Design sha256_compress_core_flat, sky130hd; sources not shown.
Figure 1. Pin placement.
Pins as bars across the die edge, other pins in grey.
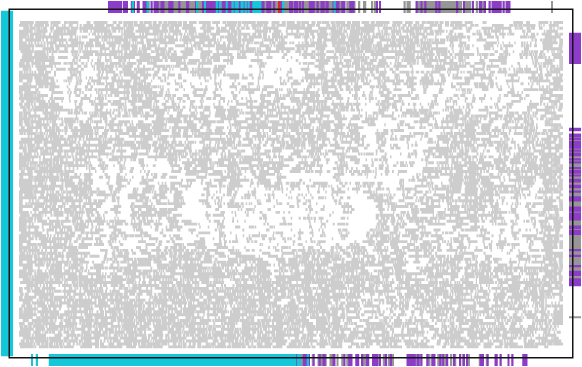
| port | colour | pins | direction | edge |
|---|---|---|---|---|
| bus_h_out | purple | 256 | output | 127 north, 72 east, 57 south |
| bus_busy | red | 1 | output | north |
| bus_block_in | cyan | 512 | input | 253 south, 236 west, 23 north |
all pins by edge: 356 south, 309 north, 236 west, 128 east
count of input and output buffers: 1,028
die height: 323 µm
chip width: 523 µm

Figure 2. Clock network drawn from the DEF.
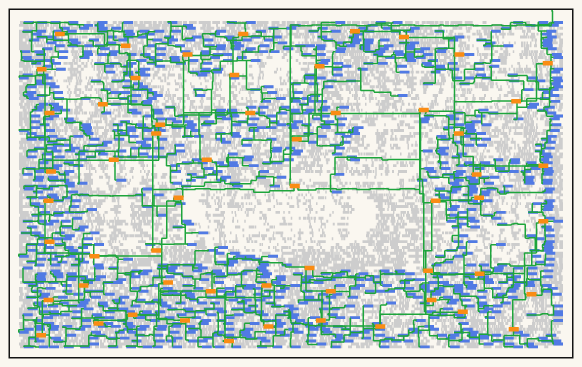
[clock drivers] orange | count: 57
[flip-flops] blue | count: 1,290
[clock wires] green | length: 16,100 µm
routed clock nets: 58
flops lie: widely spread
Latency at later pin: 790 ps
clk_skew: 39.0 ps

Figure 3. Wiring by layer.
Only two layers are drawn.
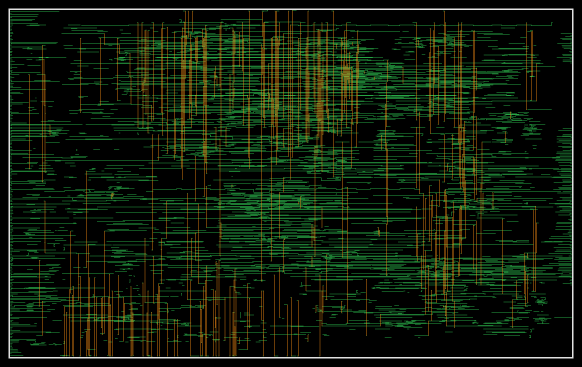
| layer | colour | wire length |
|---|---|---|
| metal 4 | orange | 17,400 µm |
| metal 3 | green | 49.8 mm |
DR vias: 83,700
wire length per cell: 26.5 µm
GR Util All Layers: 42.4%
drt total wl: 363,000 µm

Figure 4. Track usage over the die.
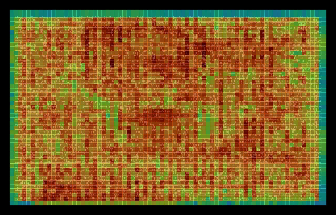
gr busiest metal: met1
final core utilization: 63.8%
M2 GR Usage: 57.8%

==> flow_summary.json <==
{
  "cp_num_buf_inv": 5,
  "critPathRequiredTime_ps": 17130,
  "end_kind": "flip-flop",
  "grt_pass1_vias": 78300,
  "seq_cells": 1290,
  "rsz0062_at_grt": "no",
  "stdcell_area_mm2": 0.0985,
  "dp_slack_ps": 6950,
  "drive_gt1_share_pct": 3.30,
  "hold_path.class": "flip-flop to flip-flop",
  "ys_sh_simple_pct": 15.6,
  "dp_cells": 13500,
  "async_flop_share_pct": 100,
  "worst-path-stages": 30,
  "top_cell_area_share_pct": 38.3,
  "logic_gates": 7572,
  "ys_ff": 1290,
  "fin_ws_ps": 6550,
  "signal_buffers": 1084,
  "fp_util_pct": 54.7,
  "drt_iter0_markers": 11800,
  "drv_slew": 0,
  "r2r_setup_slack_ps": 6550,
  "dp_hpwl_um": 291000,
  "grtUsageMet1_pct": 58.1,
  "post_dp_cell_area_mm2": 0.0967,
  "outcome": "finished, final reports clean",
  "cp_slowest_cell": "a211oi_1",
  "ys_cells": 10900,
  "path_class": "flip-flop to flip-flop",
  "logic_area_mm2": 0.0443,
  "clock_path_buffers": 3,
  "seq-cell-share_pct": 32.8,
  "tap_cells": 2052,
  "mux_share_pct": 0,
  "htreeDepth": 2,
  "hold_ws_ps": 484,
  "clk_share_pct": 1.53,
  "vias_per_cell": 6.11,
  "comb-cell-share_pct": 45.0,
  "drc": 0,
  "min_period_ps": 9950,
  "root_buffer": "clkbuf_16",
  "ys_area_mm2": 0.0844,
  "synth-edff-count": 0,
  "mostFrequentLayoutCells": "nand2_1 (2,093), o21ai_0 (1,851), inv_1 (1,475)",
  "met3_length_um": 49800,
  "gp_congestion": 1.07,
  "relSlewSlack_pct": 23.2
}
